[config.mk]
export PLATFORM = sky130hd
export DESIGN_NAME = dual_port_ram_ctrl
export DESIGN_NICKNAME = d
export VERILOG_FILES = /design/src/rtl/dual_port_ram_pkg.sv /design/src/rtl/dpr_clear_seq.sv /design/src/rtl/dual_port_ram_ctrl.sv
export SDC_FILE = /design/constraint.sdc
export NUM_CORES = 1
export LEC_CHECK = 0
export CAP_MARGIN = 20
export CORE_MARGIN = 2
export CORE_UTILIZATION = 30
export CTS_CLUSTER_SIZE = 16
export DETAILED_ROUTE_END_ITERATION = 16
export GPL_TIMING_DRIVEN = 0
export PLACE_DENSITY = 0.46
export SLEW_MARGIN = 20
export SYNTH_ARGS = -nofsm -noshare
export SYNTH_HDL_FRONTEND = slang
export SYNTH_SLANG_ARGS = --single-unit
[constraint.sdc]
create_clock -name clk -period 5 [get_ports clk]
set_input_delay 1 -clock clk [delete_from_list [all_inputs] [get_ports clk]]
set_output_delay 1 -clock clk [all_outputs]
set_load 0.005 [all_outputs]
[src/rtl/dual_port_ram_pkg.sv]
// Shared types and helpers for the dual-port RAM controller.
// Parity build option: DUAL_PORT_RAM_PARITY_EN.
package dual_port_ram_pkg;

    typedef enum logic [0:0] {
        CLEAR = 1'b0,
        RUN   = 1'b1
    } state_e;

    // Byte-lane count derived from the word width.
    function automatic int num_bytes_f(input int data_width);
        return data_width / 8;
    endfunction

    // Even parity bit: byte plus parity always holds an even number of ones.
    function automatic logic byte_parity_f(input logic [7:0] data);
        return ^data;
    endfunction

endpackage

[src/rtl/dpr_clear_seq.sv]
// Post-reset clear sequencer: walks every word address once while busy,
// then parks in RUN until the next reset.
module dpr_clear_seq
    import dual_port_ram_pkg::*;
#(
    parameter int ADDR_WIDTH = 4
) (
    input  logic                  clk,
    input  logic                  rst,
    output logic                  busy,
    output logic [ADDR_WIDTH-1:0] clr_addr,
    output logic                  clr_we
);

    localparam logic [0:0] ST_CLEAR = CLEAR;
    localparam logic [0:0] ST_RUN   = RUN;

    logic [0:0]            state_r;
    logic [ADDR_WIDTH-1:0] cnt_r;

    // Clear FSM: the last counter value hands over to RUN on the same edge it is written.
    always_ff @(posedge clk) begin
        if (rst) begin
            state_r <= ST_CLEAR;
            cnt_r   <= {ADDR_WIDTH{1'b0}};
        end else begin
            case (state_r)
                ST_CLEAR: begin
                    cnt_r <= cnt_r + ADDR_WIDTH'(1'b1);
                    if (cnt_r == {ADDR_WIDTH{1'b1}}) begin
                        state_r <= ST_RUN;
                    end else begin
                        state_r <= ST_CLEAR;
                    end
                end
                ST_RUN: begin
                    state_r <= ST_RUN;
                    cnt_r   <= {ADDR_WIDTH{1'b0}};
                end
                default: begin
                    state_r <= ST_CLEAR;
                    cnt_r   <= {ADDR_WIDTH{1'b0}};
                end
            endcase
        end
    end

    assign busy     = (state_r == ST_CLEAR);
    assign clr_we   = (state_r == ST_CLEAR);
    assign clr_addr = cnt_r;

endmodule

[src/rtl/dual_port_ram_ctrl.sv]
// True dual-port RAM with byte enables, registered reads, write/write collision
// flag and post-reset clear. Optional lane parity: DUAL_PORT_RAM_PARITY_EN.
module dual_port_ram_ctrl
    import dual_port_ram_pkg::*;
#(
    parameter int ADDR_WIDTH = 4,
    parameter int DATA_WIDTH = 8
) (
    input  logic                    clk,
    input  logic                    rst,
    output logic                    busy,
    input  logic                    cs_0,
    input  logic                    wr_0,
    input  logic [DATA_WIDTH/8-1:0] be_0,
    input  logic [ADDR_WIDTH-1:0]   addr_0,
    input  logic [DATA_WIDTH-1:0]   wdata_0,
    output logic [DATA_WIDTH-1:0]   rdata_0,
    output logic                    rvalid_0,
    output logic                    perr_0,
    input  logic                    cs_1,
    input  logic                    wr_1,
    input  logic [DATA_WIDTH/8-1:0] be_1,
    input  logic [ADDR_WIDTH-1:0]   addr_1,
    input  logic [DATA_WIDTH-1:0]   wdata_1,
    output logic [DATA_WIDTH-1:0]   rdata_1,
    output logic                    rvalid_1,
    output logic                    perr_1,
    output logic                    collision
);

    localparam int NUM_BYTES = num_bytes_f(DATA_WIDTH);
    localparam int DEPTH     = 2 ** ADDR_WIDTH;

    logic                  busy_s;
    logic                  clr_we_s;
    logic [ADDR_WIDTH-1:0] clr_addr_s;

    logic                  run_s;
    logic                  wr0_s;
    logic                  rd0_s;
    logic                  wr1_s;
    logic                  rd1_s;
    logic                  collide_s;

    logic                  w0_en_s;
    logic [ADDR_WIDTH-1:0] w0_addr_s;
    logic [DATA_WIDTH-1:0] w0_data_s;
    logic [NUM_BYTES-1:0]  w0_be_s;
    logic [NUM_BYTES-1:0]  w1_be_s;

    logic [DATA_WIDTH-1:0] mem_r [DEPTH];

    logic [DATA_WIDTH-1:0] rdata_0_r;
    logic [DATA_WIDTH-1:0] rdata_1_r;
    logic                  rvalid_0_r;
    logic                  rvalid_1_r;
    logic                  collision_r;

    dpr_clear_seq #(
        .ADDR_WIDTH (ADDR_WIDTH)
    ) u_clear_seq (
        .clk      (clk),
        .rst      (rst),
        .busy     (busy_s),
        .clr_addr (clr_addr_s),
        .clr_we   (clr_we_s)
    );

    // Port request decode; nothing from the masters gets through while clearing or in reset.
    always_comb begin
        run_s = 1'b0;
        if (!busy_s && !rst) begin
            run_s = 1'b1;
        end else begin
            run_s = 1'b0;
        end
        wr0_s     = run_s & cs_0 & wr_0;
        rd0_s     = run_s & cs_0 & ~wr_0;
        wr1_s     = run_s & cs_1 & wr_1;
        rd1_s     = run_s & cs_1 & ~wr_1;
        collide_s = wr0_s & wr1_s & (addr_0 == addr_1) & (|(be_0 & be_1));
    end

    // Port-0 write path carries the clear writes while the sequencer is busy.
    always_comb begin
        w0_en_s   = 1'b0;
        w0_addr_s = {ADDR_WIDTH{1'b0}};
        w0_data_s = {DATA_WIDTH{1'b0}};
        w0_be_s   = {NUM_BYTES{1'b0}};
        if (clr_we_s) begin
            w0_en_s   = 1'b1;
            w0_addr_s = clr_addr_s;
            w0_data_s = {DATA_WIDTH{1'b0}};
            w0_be_s   = {NUM_BYTES{1'b1}};
        end else begin
            w0_en_s   = wr0_s;
            w0_addr_s = addr_0;
            w0_data_s = wdata_0;
            w0_be_s   = be_0;
        end
    end

    // Port 1 loses any lane that port 0 also writes at the same address.
    always_comb begin
        w1_be_s = be_1;
        if (w0_en_s && (w0_addr_s == addr_1)) begin
            w1_be_s = be_1 & ~w0_be_s;
        end else begin
            w1_be_s = be_1;
        end
    end

    // Word storage, written per byte lane from both ports.
    always_ff @(posedge clk) begin
        for (int i = 0; i < NUM_BYTES; i++) begin
            if (w0_en_s && w0_be_s[i]) begin
                mem_r[w0_addr_s][i*8 +: 8] <= w0_data_s[i*8 +: 8];
            end
            if (wr1_s && w1_be_s[i]) begin
                mem_r[addr_1][i*8 +: 8] <= wdata_1[i*8 +: 8];
            end
        end
    end

    // Registered read data and strobes; the read samples the pre-write word (read-first).
    always_ff @(posedge clk) begin
        if (rst) begin
            rdata_0_r   <= {DATA_WIDTH{1'b0}};
            rdata_1_r   <= {DATA_WIDTH{1'b0}};
            rvalid_0_r  <= 1'b0;
            rvalid_1_r  <= 1'b0;
            collision_r <= 1'b0;
        end else begin
            rvalid_0_r  <= rd0_s;
            rvalid_1_r  <= rd1_s;
            collision_r <= collide_s;
            if (rd0_s) begin
                rdata_0_r <= mem_r[addr_0];
            end
            if (rd1_s) begin
                rdata_1_r <= mem_r[addr_1];
            end
        end
    end

    assign busy      = busy_s;
    assign rdata_0   = rdata_0_r;
    assign rdata_1   = rdata_1_r;
    assign rvalid_0  = rvalid_0_r;
    assign rvalid_1  = rvalid_1_r;
    assign collision = collision_r;

`ifdef DUAL_PORT_RAM_PARITY_EN
    logic [NUM_BYTES-1:0] par_r [DEPTH];
    logic                 mism_0_s;
    logic                 mism_1_s;
    logic                 perr_0_r;
    logic                 perr_1_r;

    // Parity storage follows the data lane writes exactly.
    always_ff @(posedge clk) begin
        for (int i = 0; i < NUM_BYTES; i++) begin
            if (w0_en_s && w0_be_s[i]) begin
                par_r[w0_addr_s][i] <= byte_parity_f(w0_data_s[i*8 +: 8]);
            end
            if (wr1_s && w1_be_s[i]) begin
                par_r[addr_1][i] <= byte_parity_f(wdata_1[i*8 +: 8]);
            end
        end
    end

    // Recompute parity of the addressed word on each port.
    always_comb begin
        mism_0_s = 1'b0;
        mism_1_s = 1'b0;
        for (int i = 0; i < NUM_BYTES; i++) begin
            if (byte_parity_f(mem_r[addr_0][i*8 +: 8]) != par_r[addr_0][i]) begin
                mism_0_s = 1'b1;
            end else begin
                mism_0_s = mism_0_s;
            end
            if (byte_parity_f(mem_r[addr_1][i*8 +: 8]) != par_r[addr_1][i]) begin
                mism_1_s = 1'b1;
            end else begin
                mism_1_s = mism_1_s;
            end
        end
    end

    // Parity error flags, aligned with rvalid.
    always_ff @(posedge clk) begin
        if (rst) begin
            perr_0_r <= 1'b0;
            perr_1_r <= 1'b0;
        end else begin
            perr_0_r <= rd0_s & mism_0_s;
            perr_1_r <= rd1_s & mism_1_s;
        end
    end

    assign perr_0 = perr_0_r;
    assign perr_1 = perr_1_r;
`else
    assign perr_0 = 1'b0;
    assign perr_1 = 1'b0;
`endif

endmodule

**Port wiring**

Drawn at 3 px/um.
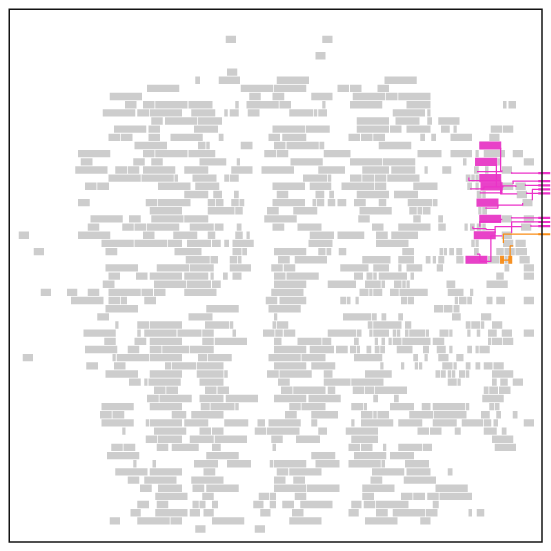
- `wr_1`: orange (bits 1; direction input; edge right; end cells 2; buffers 1; wire 24.4 um)
- `rdata_0`: magenta (bits 8; direction output; edge right; end cells 8; buffers 8; wire 195 um)

**Logic cells by family**

Drawn at 2 px/um.
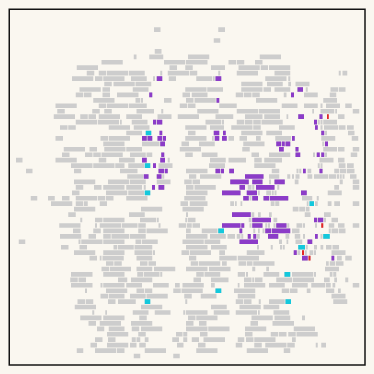
- aoi and oai cells: purple (cells 81)
- inv cells: red (cells 4)
- non-inverting ao/oa cells: cyan (cells 11)
Non-Filler Instances: 1081
logic share of the area: 41.2%

**Clock wires, drivers and flops**

Drawn at 3 px/um.
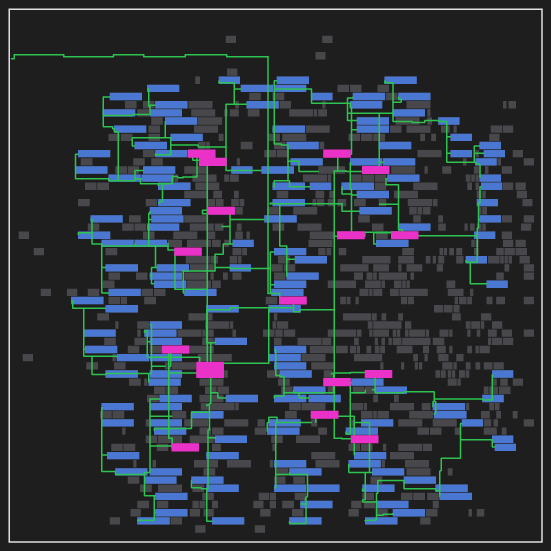
- clock wires: green (length 2280 um)
- clock drivers: magenta (count 17)
- flip-flops: blue (count 152)
- flops lie: all over the die
- routed clock nets: 18
Post-Route Skew: 12.4 ps
clock power share: 42.6%
clk_lat worst skew: 440 ps
Clk. pwr: 0.00127 W

==> reports/results.ini <==
[pwr]
irDropWorstVdd_uv = 231
pwr-share-seq_pct = 47.1

[detailed_routing]
wl_met2_mm = 15.0

[final_layout]
nMultiInputCombCells = 393
final_cell_mix = mux2_2, edfxtp_1, mux4_2, clkdlybuf4s50_1, clkbuf_1
fin_nets = 711
largest_reg_flops = 128
design_area_um2 = 10600

[worst_setup_path]
critPathBufInv = 2
reg2reg_from = u_clear_seq.state_r
cp-startpoint = addr_1[3]
cp.required_ps = 5070
crit_cells = 5
critPathTopFamily = buffers and inverters

[placement]
place_area_um2 = 9990
gp_congestion = 0.854

[sta]
finalMaxSlewViolations = 0
rsz0062_at_grt = false
max_freq_mhz = 248
fin_hold_ws_ps = 493

[clock_tree]
cts_tree = yes

[floorplanning]
core_um2 = 29600

[yosys]
ys_types = 47
synth_warnings = 0

[global_routing]
antenna_found_initial = 1

[worst_hold_path]
hp-start = rdata_0[1]

[status]
status = complete, no violations

**Routing congestion**

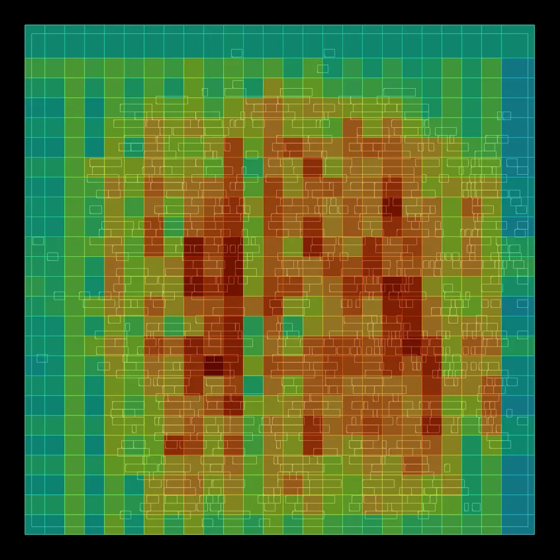
met2 GRT Util: 33.7%
met3 usage: 3.54%
GRT Overall Usage: 20.3%
gr busiest metal: met2

**Wire density map**

Drawn at 2 px/um. The die is cut into 35 by 35 equal tiles; white is low, dark blue is high, scaled to the fullest tile. Values are wire area over tile area, all layers added.
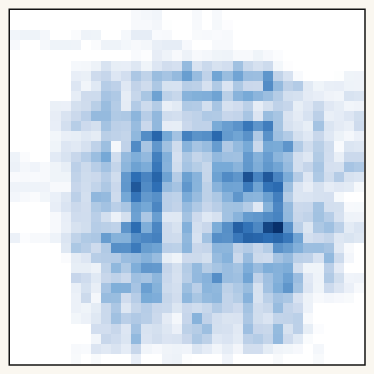
- tiles over half the peak: 9.6%
- densest ninth of the die: centre
- emptiest ninth of the die: upper left
- fullest tile: 0.77
- nearly empty tiles: 26%
routed wire length: 30.8 mm
WL per Instance: 28.5 um
vias: 6061

synth_stat cells, drive strengths merged (2+ instances only):
library cell | n | share of area, %
a21oi | 26 | 1.4
a22o | 8 | 0.78
a22oi | 16 | 1.3
a311oi | 8 | 0.78
and2 | 11 | 0.77
buf | 25 | 2.1
clkbuf | 34 | 1.4
dfxtp | 24 | 5.3
edfxtp | 128 | 43
inv | 3 | 0.13
mux2 | 128 | 16
mux2i | 4 | 0.45
mux4 | 64 | 16
nand2 | 30 | 1.3
nand3 | 10 | 0.61
nor2 | 25 | 1.1
nor2b | 6 | 0.42
nor3 | 4 | 0.22
nor4 | 2 | 0.14
o2111ai | 16 | 3.9
o21ai | 12 | 0.71
xor2 | 9 | 0.88
Power figures rest on the tool's default switching activity, not on a simulated workload.
